===== src/rtl/periph_bus_pkg.sv =====
// periph_bus shared definitions: address map, TCON bits, write merge.
// Imported by periph_bus and periph_timer.
package periph_bus_pkg;

  localparam logic [31:0] DM_LIMIT_DEF    = 32'h4000_0000;
  localparam logic [31:0] PERIPH_BASE_DEF = 32'h4000_0000;

  // Byte offsets 0x00..0x14 expressed as word indices.
  localparam logic [29:0] WOFS_TH      = 30'h0;
  localparam logic [29:0] WOFS_TL      = 30'h1;
  localparam logic [29:0] WOFS_TCON    = 30'h2;
  localparam logic [29:0] WOFS_LED     = 30'h3;
  localparam logic [29:0] WOFS_BCD     = 30'h4;
  localparam logic [29:0] WOFS_SYSTICK = 30'h5;

  localparam int TCON_EN = 0;
  localparam int TCON_IE = 1;
  localparam int TCON_IF = 2;

  typedef enum logic [2:0] {
    SEL_NONE,
    SEL_TH,
    SEL_TL,
    SEL_TCON,
    SEL_LED,
    SEL_BCD,
    SEL_TICK
  } reg_sel_e;

  function automatic reg_sel_e decode_sel(
    input logic [29:0] wofs
  );
    reg_sel_e s;
    unique case (wofs)
      WOFS_TH:      s = SEL_TH;
      WOFS_TL:      s = SEL_TL;
      WOFS_TCON:    s = SEL_TCON;
      WOFS_LED:     s = SEL_LED;
      WOFS_BCD:     s = SEL_BCD;
      WOFS_SYSTICK: s = SEL_TICK;
      default:      s = SEL_NONE;
    endcase
    return s;
  endfunction

  function automatic logic [31:0] wr_merge(
    input logic [31:0] old,
    input logic [31:0] wdata,
    input logic        word,
    input logic [1:0]  lane
  );
    logic [31:0] r;
    r = old;
    if (word) begin
      r = wdata;
    end else begin
      unique case (lane)
        2'd0:    r[7:0]   = wdata[7:0];
        2'd1:    r[15:8]  = wdata[7:0];
        2'd2:    r[23:16] = wdata[7:0];
        default: r[31:24] = wdata[7:0];
      endcase
    end
    return r;
  endfunction

endpackage


===== src/rtl/periph_bus_timer.sv =====
// periph_timer: TH/TL/TCON timer with reload on overflow and irq flag.
// Bus writes arrive pre-decoded; merge of byte lanes happens here.
module periph_timer
  import periph_bus_pkg::*;
(
  input  logic        clk,
  input  logic        reset,
  input  logic        wr_th,
  input  logic        wr_tl,
  input  logic        wr_tcon,
  input  logic        word,
  input  logic [1:0]  lane,
  input  logic [31:0] wdata,
  output logic [31:0] th,
  output logic [31:0] tl,
  output logic [2:0]  tcon,
  output logic        irq
);

  logic [31:0] th_q, th_d;
  logic [31:0] tl_q, tl_d;
  logic [2:0]  tcon_q, tcon_d;
  logic [2:0]  tcon_w;
  logic        ovf;

  always_comb begin
    th_d   = th_q;
    tl_d   = tl_q;
    tcon_d = tcon_q;
    ovf    = 1'b0;
    tcon_w = (word || lane == 2'd0) ? wdata[2:0] : tcon_q;

    if (wr_th) begin
      th_d = wr_merge(th_q, wdata, word, lane);
    end

    if (wr_tl) begin
      tl_d = wr_merge(tl_q, wdata, word, lane);
    end else if (tcon_q[TCON_EN]) begin
      if (tl_q == 32'hFFFF_FFFF) begin
        tl_d = th_q;
        ovf  = 1'b1;
      end else begin
        tl_d = tl_q + 32'd1;
      end
    end

    if (wr_tcon) begin
      tcon_d[TCON_EN] = tcon_w[TCON_EN];
      tcon_d[TCON_IE] = tcon_w[TCON_IE];
      tcon_d[TCON_IF] = tcon_q[TCON_IF] & tcon_w[TCON_IF];
    end

    // Hardware set beats a same-cycle clearing write.
    if (ovf && tcon_q[TCON_IE]) begin
      tcon_d[TCON_IF] = 1'b1;
    end
  end

  always_ff @(posedge clk) begin
    if (reset) begin
      th_q   <= '0;
      tl_q   <= '0;
      tcon_q <= '0;
    end else begin
      th_q   <= th_d;
      tl_q   <= tl_d;
      tcon_q <= tcon_d;
    end
  end

  assign th   = th_q;
  assign tl   = tl_q;
  assign tcon = tcon_q;
  assign irq  = tcon_q[TCON_IE] & tcon_q[TCON_IF];

endmodule


===== src/rtl/periph_bus.sv =====
// periph_bus: routes bus accesses to data memory or peripheral registers.
// Holds LED, BCD and SYSTICK; timer lives in periph_timer.
module periph_bus
  import periph_bus_pkg::*;
#(
  parameter logic [31:0] DM_LIMIT    = DM_LIMIT_DEF,
  parameter logic [31:0] PERIPH_BASE = PERIPH_BASE_DEF,
  parameter int          N_LED       = 8,
  parameter int          CNT_W       = 32
)(
  input  logic             clk,
  input  logic             reset,
  input  logic             Write_enable,
  input  logic             Read_enable,
  input  logic             WordorByte,
  input  logic [31:0]      Addr,
  input  logic [31:0]      Write_data,
  output logic [31:0]      Read_data,
  output logic             dm_wen,
  output logic             dm_ren,
  input  logic [31:0]      dm_rdata,
  output logic [N_LED-1:0] led,
  output logic [31:0]      bcd,
  output logic             irq
);

  logic             dm_sel;
  logic             per_wr;
  logic [29:0]      wofs;
  reg_sel_e         sel;

  logic [N_LED-1:0] led_q, led_d;
  logic [31:0]      bcd_q, bcd_d;
  logic [CNT_W-1:0] tick_q, tick_d;

  logic [31:0]      t_th;
  logic [31:0]      t_tl;
  logic [2:0]       t_tcon;
  logic [31:0]      reg_rdata;

  assign dm_sel = (Addr < DM_LIMIT);
  assign dm_wen = Write_enable & dm_sel;
  assign dm_ren = Read_enable & dm_sel;

  // Word index relative to the window; wraps harmlessly below the base.
  assign wofs   = Addr[31:2] - PERIPH_BASE[31:2];
  assign sel    = dm_sel ? SEL_NONE : decode_sel(wofs);
  assign per_wr = Write_enable & ~dm_sel;

  always_comb begin
    led_d  = led_q;
    bcd_d  = bcd_q;
    tick_d = tick_q + CNT_W'(1);

    if (per_wr && sel == SEL_LED) begin
      led_d = N_LED'(wr_merge(32'(led_q), Write_data,
                              WordorByte, Addr[1:0]));
    end
    if (per_wr && sel == SEL_BCD) begin
      bcd_d = wr_merge(bcd_q, Write_data, WordorByte, Addr[1:0]);
    end
  end

  always_ff @(posedge clk) begin
    if (reset) begin
      led_q  <= '0;
      bcd_q  <= '0;
      tick_q <= '0;
    end else begin
      led_q  <= led_d;
      bcd_q  <= bcd_d;
      tick_q <= tick_d;
    end
  end

  periph_timer u_timer (
    .clk     (clk),
    .reset   (reset),
    .wr_th   (per_wr && sel == SEL_TH),
    .wr_tl   (per_wr && sel == SEL_TL),
    .wr_tcon (per_wr && sel == SEL_TCON),
    .word    (WordorByte),
    .lane    (Addr[1:0]),
    .wdata   (Write_data),
    .th      (t_th),
    .tl      (t_tl),
    .tcon    (t_tcon),
    .irq     (irq)
  );

  always_comb begin
    reg_rdata = '0;
    unique case (sel)
      SEL_TH:   reg_rdata = t_th;
      SEL_TL:   reg_rdata = t_tl;
      SEL_TCON: reg_rdata = 32'(t_tcon);
      SEL_LED:  reg_rdata = 32'(led_q);
      SEL_BCD:  reg_rdata = bcd_q;
      SEL_TICK: reg_rdata = 32'(tick_q);
      default:  reg_rdata = '0;
    endcase

    Read_data = '0;
    if (Read_enable) begin
      Read_data = dm_ren ? dm_rdata : reg_rdata;
    end
  end

  assign led = led_q;
  assign bcd = bcd_q;

endmodule


===== config.mk =====
export PLATFORM = sky130hd
export DESIGN_NAME = periph_bus
export DESIGN_NICKNAME = d
export VERILOG_FILES = /design/src/rtl/periph_bus_pkg.sv /design/src/rtl/periph_bus_timer.sv /design/src/rtl/periph_bus.sv
export SDC_FILE = /design/constraint.sdc
export NUM_CORES = 1
export LEC_CHECK = 0
export CELL_PAD_IN_SITES_DETAIL_PLACEMENT = 0
export CELL_PAD_IN_SITES_GLOBAL_PLACEMENT = 2
export CORE_UTILIZATION = 31
export DETAILED_ROUTE_END_ITERATION = 8
export HOLD_SLACK_MARGIN = 0.03
export PLACE_DENSITY_LB_ADDON = 0.1
export REMOVE_ABC_BUFFERS = 1
export SYNTH_ARGS = -nofsm -noshare
export SYNTH_HDL_FRONTEND = slang
export SYNTH_SLANG_ARGS = --single-unit

===== constraint.sdc =====
create_clock -name clk -period 3.5 [get_ports clk]
set_clock_uncertainty 0.2 [all_clocks]
set_input_delay 0.7 -clock clk [delete_from_list [all_inputs] [get_ports clk]]
set_output_delay 0.7 -clock clk [all_outputs]
set_load 0.02 [all_outputs]

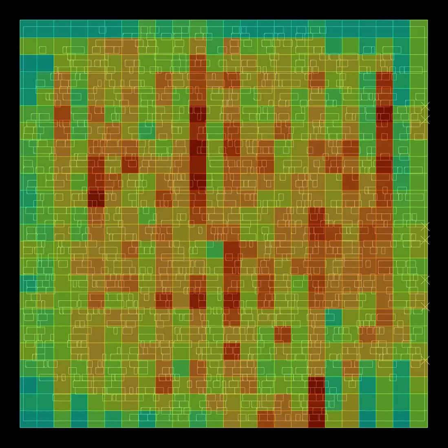
Fig. 1. Routing congestion map (run 1).
Global Route met2 Usage: 40.3%
gr usage total: 23.4%
final core occ: 45.4%
busiest grt layer: met2

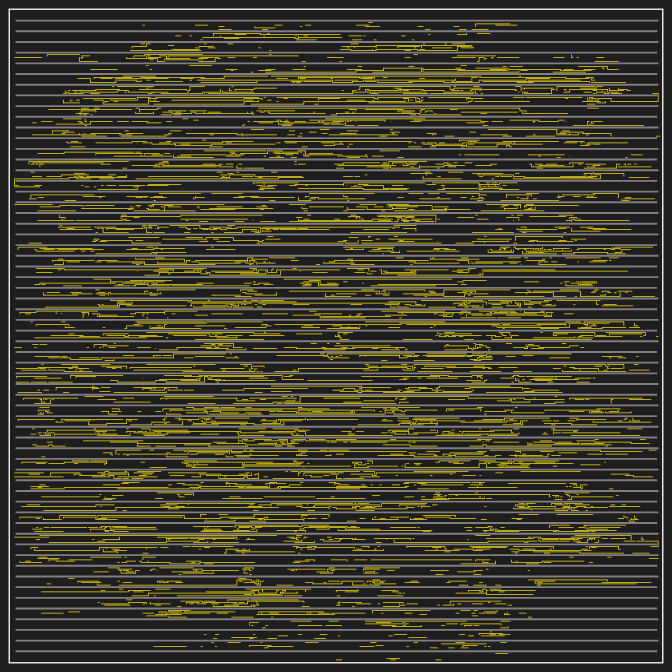
Fig. 2. Met1 routing (run 1).
Supply wires on this layer in grey.
share of all routed wire: 46%
longest straight run: 66.5 um
main direction: horizontal

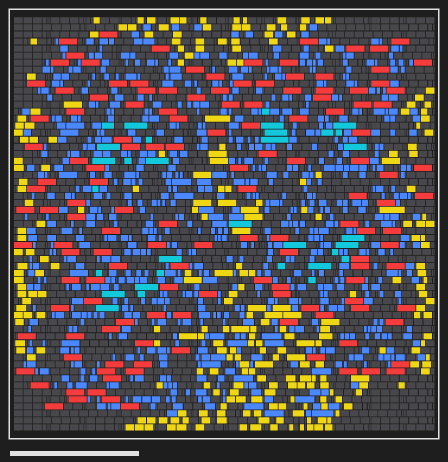
Fig. 3. Cell classes on the final placement (run 1).
Bar = 50 um. Fill, decap, tap and diode cells in grey.
| colour | class | cells |
|---|---|---|
| cyan | clock drivers and dummy loads | 32 |
| red | sequential cells | 139 |
| yellow | remaining buffers and delay cells | 260 |
| blue | combinational and other logic | 768 |

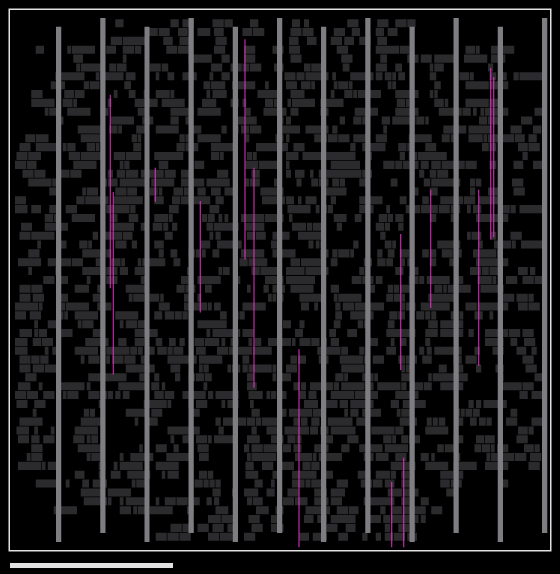
Fig. 4. Signal wires on met4 (run 1).
Bar = 50 um. Supply wires on this layer in grey. Cells faint in the background.
wire length on this layer: 634 um
main direction: vertical

==> flow_metrics.tcl, run 1 <==
# implementation run metrics
set metrics [dict create \
    yosys.area.top_type_share_pct 33.4 \
    worstSetupPathType "primary input to output port" \
    cts_root_buf "clkbuf_16" \
    max_cap_violations 0 \
    area_delta_synth_final_pct 42.9 \
    async_flop_share_pct 0 \
    violations "design-rule violations" \
    lay_top_count "dfxtp_1" \
    hpwl_um 23400 \
    status "finished, violations left" \
    hold_path_end "u_timer.tcon[2]$_SDFFE_PP0P_" \
    ys_seq_share_pct 33.4 \
    topCellsByArea "dfxtp_1 33%, mux2i_1 11%, nor2_1 5.6%" \
    path_clk_slew_ns 0.06 \
    r2r_cells 8 \
    ys_cells 976 \
    drt_wl_total_um 32300 \
    r2r_slack_ns 0.56 \
    crit_required_ns 2.60 \
    via_per_inst 5.43 \
    coreArea_sq_mm 0.0262 \
    use_met1_pct 30.6 \
    grt_max_degree 66 \
    edf_count 0 \
    hold_path_startpoint "u_timer.tcon[2]$_SDFFE_PP0P_" \
    cts_sinks 139 \
    io_buffers 175 \
    post-route-drc-count 7 \
]
run 1: through the flow:
step | instance area [sq um] | worst slack, ns | total power [mW]
2_1_floorplan | 8010 | -1.00 | 1.73
3_3_place_gp | 10900 | -0.633 | 2.00
3_5_place_dp | 10900 | -0.704 | 2.00
4_1_cts | 11800 | 0.000467 | 3.81
5_1_grt | 11900 | 0.00123 | 3.90
6_report | 11900 | 0.102 | 3.77
run 1: metal layers:
layer  wire length (um)  vias to the layer above
met2              15700                      198
met3               1180                       30
li1                   -                     4108
met4                633                        0
met5                  0                        -
met1              14700                     3995
run 1: synth_stat cells, drive strengths merged, types with 15 or more instances:
cell type	number
a31oi	15
inv	17
nor3	21
xor2	23
xnor2	20
nand2	49
a22o	24
nand4	33
o22ai	29
nor2	125
mux2i	89
nand3	31
dfxtp	139
a21oi	60
clkbuf	45
o21ai	31
buf	24
a211oi	58
run 1: critical path, cell delays in order:
cell and delay [ns]:
dlygate4sd2_1 0.24, nor4_2 0.19, and4_1 0.27, buf_6 0.12, nand4_4 0.18, buf_12 0.20, buf_12 0.15, o22ai_4 0.17
a22o_1 0.16, buf_6 0.12
run 1: logic make-up (layout without fill, tap and decap cells):
group / Yosys count / count (layout) / share of synthesized area (%)
buf+inv: 86 / 309 / 4.55
xor+xnor: 43 / 43 / 4.52
compound gates: 280 / 280 / 23.7
fa+ha+maj: 2 / 2 / 0.300
mux: 90 / 90 / 10.8
other cells: 0 / 1 / 0
flops: 139 / 139 / 33.4
simple gates: 336 / 336 / 22.6
run 1: sequential cells by signal (all words and copies together), names as in the netlist:
name and flops:
bcd 32, led 8, u_timer.th 32, u_timer.tl 32, u_timer.tcon 3, tick_q 32
run 1: power by group:
part	total, mW	internal, mW	switching (mW)
clock	1.81	1.03	0.779
combinational	0.371	0.173	0.198
sequential	1.59	1.58	0.00395
run 1: worst max path at each step:
stage | startpoint | end | slack (ns) | cells after the start
floorplan | Addr[18] | Read_data[3] | -1.0 | 6
global placement | Addr[10] | Read_data[2] | -0.63 | 9
detailed placement | Addr[31] | Read_data[2] | -0.70 | 9
CTS | Addr[15] | Read_data[10] | 0.0005 | 10
global route | Addr[9] | Read_data[9] | 0.001 | 10
finish | Addr[9] | Read_data[9] | 0.10 | 10
run 1: repair_timing:
item,in CTS,in global routing
gates cloned,2,0
pin swaps,23,21
setup endpoints to repair,32,32
resized,225,43
setup buffers,11,1
run 1: area by class of cell:
cell class                      instances  area, sq um
Fill cell                            2587        14300
Multi-Input combinational cell        751         5390
Sequential cell                       139         2780
Timing Repair Buffer                  260         2660
Clock buffer                           19          453
Tap cell                              335          419
Clock inverter                         13          129
Inverter                               17         63.8
Antenna cell                            1         2.50
==> inputs of run 2 (changes only) <==
CORE_ASPECT_RATIO = 0.75   (was not set)
CTS_CLUSTER_DIAMETER = 40   (was not set)
MAX_ROUTING_LAYER = met4   (was not set)
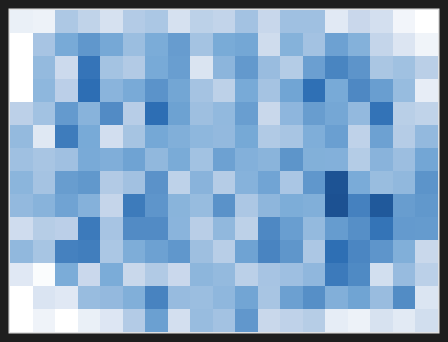
Fig. 5. Cell density map (run 2).
The die is cut into 19 by 14 equal tiles; white is low, dark blue is high, 0 to 100% covered.
densest ninth of the die: east
fullest tile: 87%
emptiest ninth of the die: south-west
nearly empty tiles: 2.6%

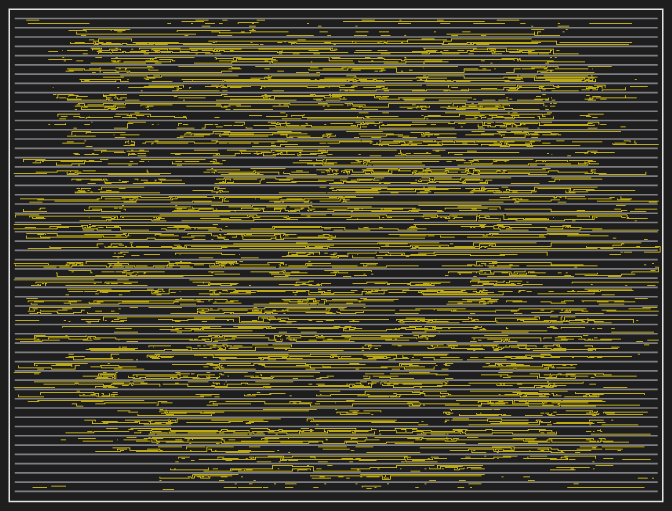
Fig. 6. Met1 routing (run 2).
Supply wires on this layer in grey.
share of all routed wire: 52%
nets with wire on the layer: 1152
main direction: horizontal

==> run 2 against run 1 <==
  * The flow now finishes without violations
  * Utilization decreased by 0.44 points
  * Critical path depth up 1
  * Clock power up 8%
  * Sequential cell count unchanged
  * Maximum frequency is 1.8% lower
  * Synthesized area stayed put
==> flow_metrics.tcl, run 2 <==
# implementation run metrics
set metrics [dict create \
    p_int_mw 2.92 \
    synth.most_common_cell "dfxtp_1" \
    max_cap_violations 0 \
    crit_path_end "Read_data[2]" \
    ys_seq_share_pct 33.4 \
    ioPinCount 176 \
    end_kind "output port" \
    clkPwrFrac_pct 49.8 \
    comb_area_sq_mm 0.00540 \
    drt_wl_total_um 33100 \
    r2r_slack_ns 0.83 \
    powerClk_mw 1.95 \
    grtUsageTotal_pct 25.1 \
    r2r_cells 8 \
    async_flop_share_pct 0 \
    seqCellArea_sq_mm 0.00278 \
    cts_root_buf "clkbuf_16" \
    topCellsByArea "dfxtp_1 33%, mux2i_1 11%, nor2_1 5.6%" \
    antenna_found_initial 0 \
    power_frac_seq_pct 40.7 \
    critPathLaunch "Addr[25]" \
    antennaDiodeCount 0 \
    worstSetupPathType "primary input to output port" \
    status "finished clean" \
    crit_required_ns 2.60 \
    coreArea_sq_mm 0.0262 \
    grt_max_degree 127 \
    cts_sinks 139 \
    post-route-drc-count 0 \
    edf_count 0 \
    yosys.area.top_type_share_pct 33.4 \
    period_minus_slack_ns 3.46 \
    total_power_mw 3.91 \
    synthTopCellsByCount "139 x dfxtp_1, 125 x nor2_1, 89 x mux2i_1" \
    path_clk_slew_ns 0.05 \
    io_buffers 175 \
    area_delta_synth_final_pct 41.3 \
    ys_cells 976 \
    lay_top_count "dfxtp_1" \
    seq_power_mw 1.59 \
    p_comb_share_pct 9.5 \
    swShare_pct 25.2 \
]
run 2: cell count changes in the layout (fill, tap and decap cells not counted), sizes merged, moves of 2 or more:
| cell | previous run | this run |
|---|---|---|
| clkdlybuf4s15 | 3 | 10 |
| dlymetal6s2s | 6 | 0 |
| clkinvlp | 5 | 1 |
| dlygate4sd2 | 9 | 13 |
| clkinv | 1 | 4 |
| inv | 23 | 20 |
| bufinv | 1 | 3 |
run 2: logic make-up (layout without fill, tap and decap cells):
logic type / Yosys count / count (layout) / synth area share (%)
AND-OR/OR-AND: 280 / 280 / 23.7
XOR/XNOR: 43 / 43 / 4.52
adder cells (fa/ha/maj): 2 / 2 / 0.300
buffers and inverters: 86 / 309 / 4.55
flip-flops: 139 / 139 / 33.4
multiplexers: 90 / 90 / 10.8
AND/OR/NAND/NOR: 336 / 336 / 22.6
run 2: layout make-up:
class,instances,share of cell area [%]
Inverter,17,0.542
Timing Repair Buffer,260,21.0
Sequential cell,139,23.7
Clock inverter,11,1.35
Tap cell,344,3.66
Multi-Input combinational cell,751,45.9
Clock buffer,21,3.91
run 2: metal layers:
layer | vias to the layer above | track usage, % | share of wire, % | wire length (um)
li1 | 4099 | - | - | -
met1 | 4047 | 37.3 | 52 | 17300
met2 | 273 | 33.4 | 39 | 13000
met3 | 27 | 5.40 | 7.1 | 2350
met4 | 0 | 6.39 | 1.3 | 431
met5 | - | - | 0 | 0
run 2: worst min path at each step:
stage | start | end | slack (ns) | depth (start not counted)
after floorplan | tick_q[0]$_SDFF_PP0_ | tick_q[0]$_SDFF_PP0_ | 0.23 | 1
after global routing | tick_q[31]$_SDFF_PP0_ | tick_q[31]$_SDFF_PP0_ | 0.32 | 2
after detailed placement | tick_q[0]$_SDFF_PP0_ | tick_q[0]$_SDFF_PP0_ | 0.28 | 1
after CTS | tick_q[0]$_SDFF_PP0_ | tick_q[0]$_SDFF_PP0_ | 0.29 | 1
final | tick_q[0]$_SDFF_PP0_ | tick_q[0]$_SDFF_PP0_ | 0.29 | 1
after global placement | tick_q[0]$_SDFF_PP0_ | tick_q[0]$_SDFF_PP0_ | 0.26 | 1
run 2: critical path: stages:
cell           delay, ns
dlygate4sd2_1       0.23
nor3_2              0.17
buf_4               0.16
nand3_4             0.09
buf_6               0.15
nor4_4              0.30
buf_4               0.20
a22oi_2             0.06
o21ai_1             0.16
o221a_2             0.22
buf_6               0.11
run 2: metrics by stage:
| step | hold WS [ns] | setup WS (ns) | std cells | util (%) | area (sq um) |
|---|---|---|---|---|---|
| global placement | 0.258 | -0.749 | 1502 | 42.0 | 11000 |
| global route | 0.320 | -0.0796 | 1543 | 45.0 | 11800 |
| finish | 0.287 | 0.0405 | 1543 | 45.0 | 11800 |
| detailed placement | 0.276 | -0.737 | 1502 | 42.0 | 11000 |
| CTS | 0.290 | 0.00355 | 1539 | 45.2 | 11800 |
| floorplan | 0.230 | -1.00 | 907 | - | 8010 |
run 2: repair_timing:
| item | in CTS | in global routing |
|---|---|---|
| endpoints found under the setup margin | 32 | 30 |
| buffers inserted | 5 | 4 |
| pin swaps | 15 | 15 |
| hold buffers | 0 | 0 |
| gates cloned | 0 | 0 |
| gates resized | 181 | 51 |
==> inputs of run 3 (changes only) <==
SKIP_CTS_REPAIR_TIMING = 1   (was not set)
==> run 3 against run 2 <==
  * Die size is the same
  * Critical path depth shrank 1
  * Combinational power grew 2%
  * Sequential cell count is the same
  * Global-route usage shrank 0.16 points
  * Via count is essentially flat
  * Non-clock buffer count shrank 6
  * Clock power is essentially flat
  * Clock-buffer cell count is the same
  * Cell count shrank 0.39%
  * Routed wire length is essentially flat
  * Largest cell class unchanged
==> flow_metrics.tcl, run 3 <==
# implementation run metrics
set metrics [dict create \
    power_frac_seq_pct 40.6 \
    ys_seq_share_pct 33.4 \
    path_clk_slew_ns 0.05 \
    status "finished clean" \
    r2r_slack_ns 0.79 \
    drt_wl_total_um 33100 \
    comb_area_sq_mm 0.00541 \
    cts_root_buf "clkbuf_16" \
    dpl_cell_area_sq_mm 0.0110 \
    topCellsByArea "dfxtp_1 33%, mux2i_1 11%, nor2_1 5.6%" \
    placed_cells 1502 \
    grt_max_degree 127 \
    crit_path_end "Read_data[5]" \
    r2r_cells 8 \
    max_cap_violations 0 \
    lay_top_count "dfxtp_1" \
    edf_count 0 \
    coreArea_sq_mm 0.0262 \
    swShare_pct 25.2 \
    utilization_pct 45.1 \
    ys_cells 976 \
    fin_cells 1537 \
    antennaDiodeCount 0 \
    yosys.area.top_type_share_pct 33.4 \
    p_int_mw 2.93 \
    ioPinCount 176 \
    clock.fmax_mhz 293 \
    seqCellArea_sq_mm 0.00278 \
    design_area_sq_mm 0.0118 \
    p_comb_share_pct 9.7 \
    synth_chip_area_sq_mm 0.00833 \
    async_flop_share_pct 0 \
    grtUsageTotal_pct 24.9 \
    synthTopCellsByCount "139 x dfxtp_1, 125 x nor2_1, 89 x mux2i_1" \
    fin_hold_ws_ns 0.288 \
    period_minus_slack_ns 3.42 \
    end_kind "output port" \
    crit_required_ns 2.60 \
    worstSetupPathType "primary input to output port" \
    area_delta_synth_final_pct 41.8 \
    power.density_mw_per_mm2 331 \
    cts_sinks 139 \
    io_buffers 175 \
    via_per_inst 5.50 \
    clkPwrFrac_pct 49.7 \
    antenna_found_initial 0 \
    critPathLaunch "Addr[29]" \
    synth.most_common_cell "dfxtp_1" \
    post-route-drc-count 0 \
]
-- run 3: critical path, cell delays in order --
cell and delay, ns:
dlymetal6s2s_1 0.14, nor4_4 0.37, nand4_4 0.23, buf_4 0.20
nor3_4 0.22, and3_4 0.22, buf_4 0.15, a22oi_1 0.07
nand2_1 0.06, buf_2 0.15
-- run 3: kinds of logic after synthesis --
logic type / after synthesis / share of synthesized area (%)
DFF: 139 / 33.4
and+or+nand+nor: 336 / 22.6
buffers and inverters: 86 / 4.55
adders and majority gates: 2 / 0.300
AOI/OAI and AO/OA: 280 / 23.7
xor gates and xnor gates: 43 / 4.52
muxes: 90 / 10.8
-- run 3: worst min-delay path by stage --
stage | to | slack (ns) | depth (start not counted) | start
after CTS | tick_q[0]$_SDFF_PP0_ | 0.29 | 1 | tick_q[0]$_SDFF_PP0_
final | tick_q[0]$_SDFF_PP0_ | 0.29 | 1 | tick_q[0]$_SDFF_PP0_
after detailed placement | tick_q[0]$_SDFF_PP0_ | 0.28 | 1 | tick_q[0]$_SDFF_PP0_
after floorplan | tick_q[0]$_SDFF_PP0_ | 0.23 | 1 | tick_q[0]$_SDFF_PP0_
after global placement | tick_q[0]$_SDFF_PP0_ | 0.26 | 1 | tick_q[0]$_SDFF_PP0_
after global routing | tick_q[31]$_SDFF_PP0_ | 0.32 | 2 | tick_q[31]$_SDFF_PP0_
-- run 3: stage by stage --
| step | TNS [ns] | power, mW | setup slack (ns) |
|---|---|---|---|
| after global routing | -0.00420 | 4.03 | -0.00420 |
| after detailed placement | -20.30 | 2.00 | -0.737 |
| after CTS | -21.41 | 3.95 | -0.776 |
| after global placement | -20.72 | 2.00 | -0.749 |
| after floorplan | -21.72 | 1.73 | -1.00 |
| final | 0 | 3.91 | 0.0814 |
-- run 3: power groups by stage --
| stage | clock network (mW) | logic [mW] | registers [mW] |
|---|---|---|---|
| floorplan | 0 | 0.103 | 1.62 |
| global placement | 0 | 0.380 | 1.62 |
| detailed placement | 0 | 0.379 | 1.62 |
| CTS | 1.98 | 0.381 | 1.59 |
| global route | 2.04 | 0.402 | 1.59 |
| finish | 1.95 | 0.379 | 1.59 |
-- run 3: final cells by class --
class / count / area share, %
multi-input cells: 751 / 45.8
flip-flops and latches: 139 / 23.6
repair buffers: 254 / 21.2
clock buffers: 21 / 3.90
well taps: 344 / 3.65
clock inverters: 11 / 1.35
inverters: 17 / 0.540
-- run 3: layer usage --
layer | global-route usage [%] | wire, um | up-vias | share of wire [%]
met4 | 6.14 | 310 | 0 | 0.94
met3 | 5.13 | 2020 | 22 | 6.1
li1 | - | - | 4087 | -
met1 | 37.5 | 17800 | 4082 | 54
met5 | - | 0 | - | 0
met2 | 32.8 | 13000 | 256 | 39
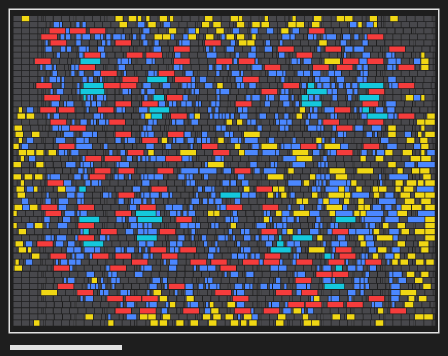
Fig. 7. Cell classes on the final placement (run 3).
Bar = 50 um. Fill, decap, tap and diode cells in grey.
| colour | class | cells |
|---|---|---|
| blue | combinational and other logic | 768 |
| cyan | clock drivers and dummy loads | 32 |
| yellow | remaining buffers and delay cells | 254 |
| red | sequential cells | 139 |

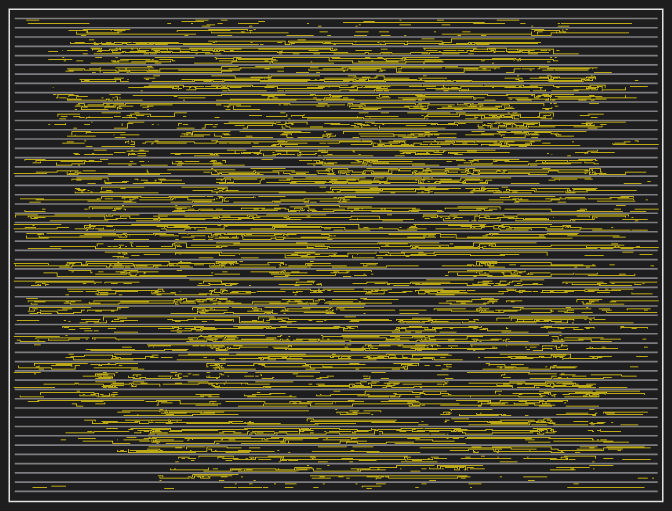
Fig. 8. Met1 routing (run 3).
Supply wires on this layer in grey.
nets with wire on the layer: 1142
wire length on this layer: 17800 um
longest straight run: 66.7 um
main direction: horizontal

Power is estimated from default activity; no workload was simulated.
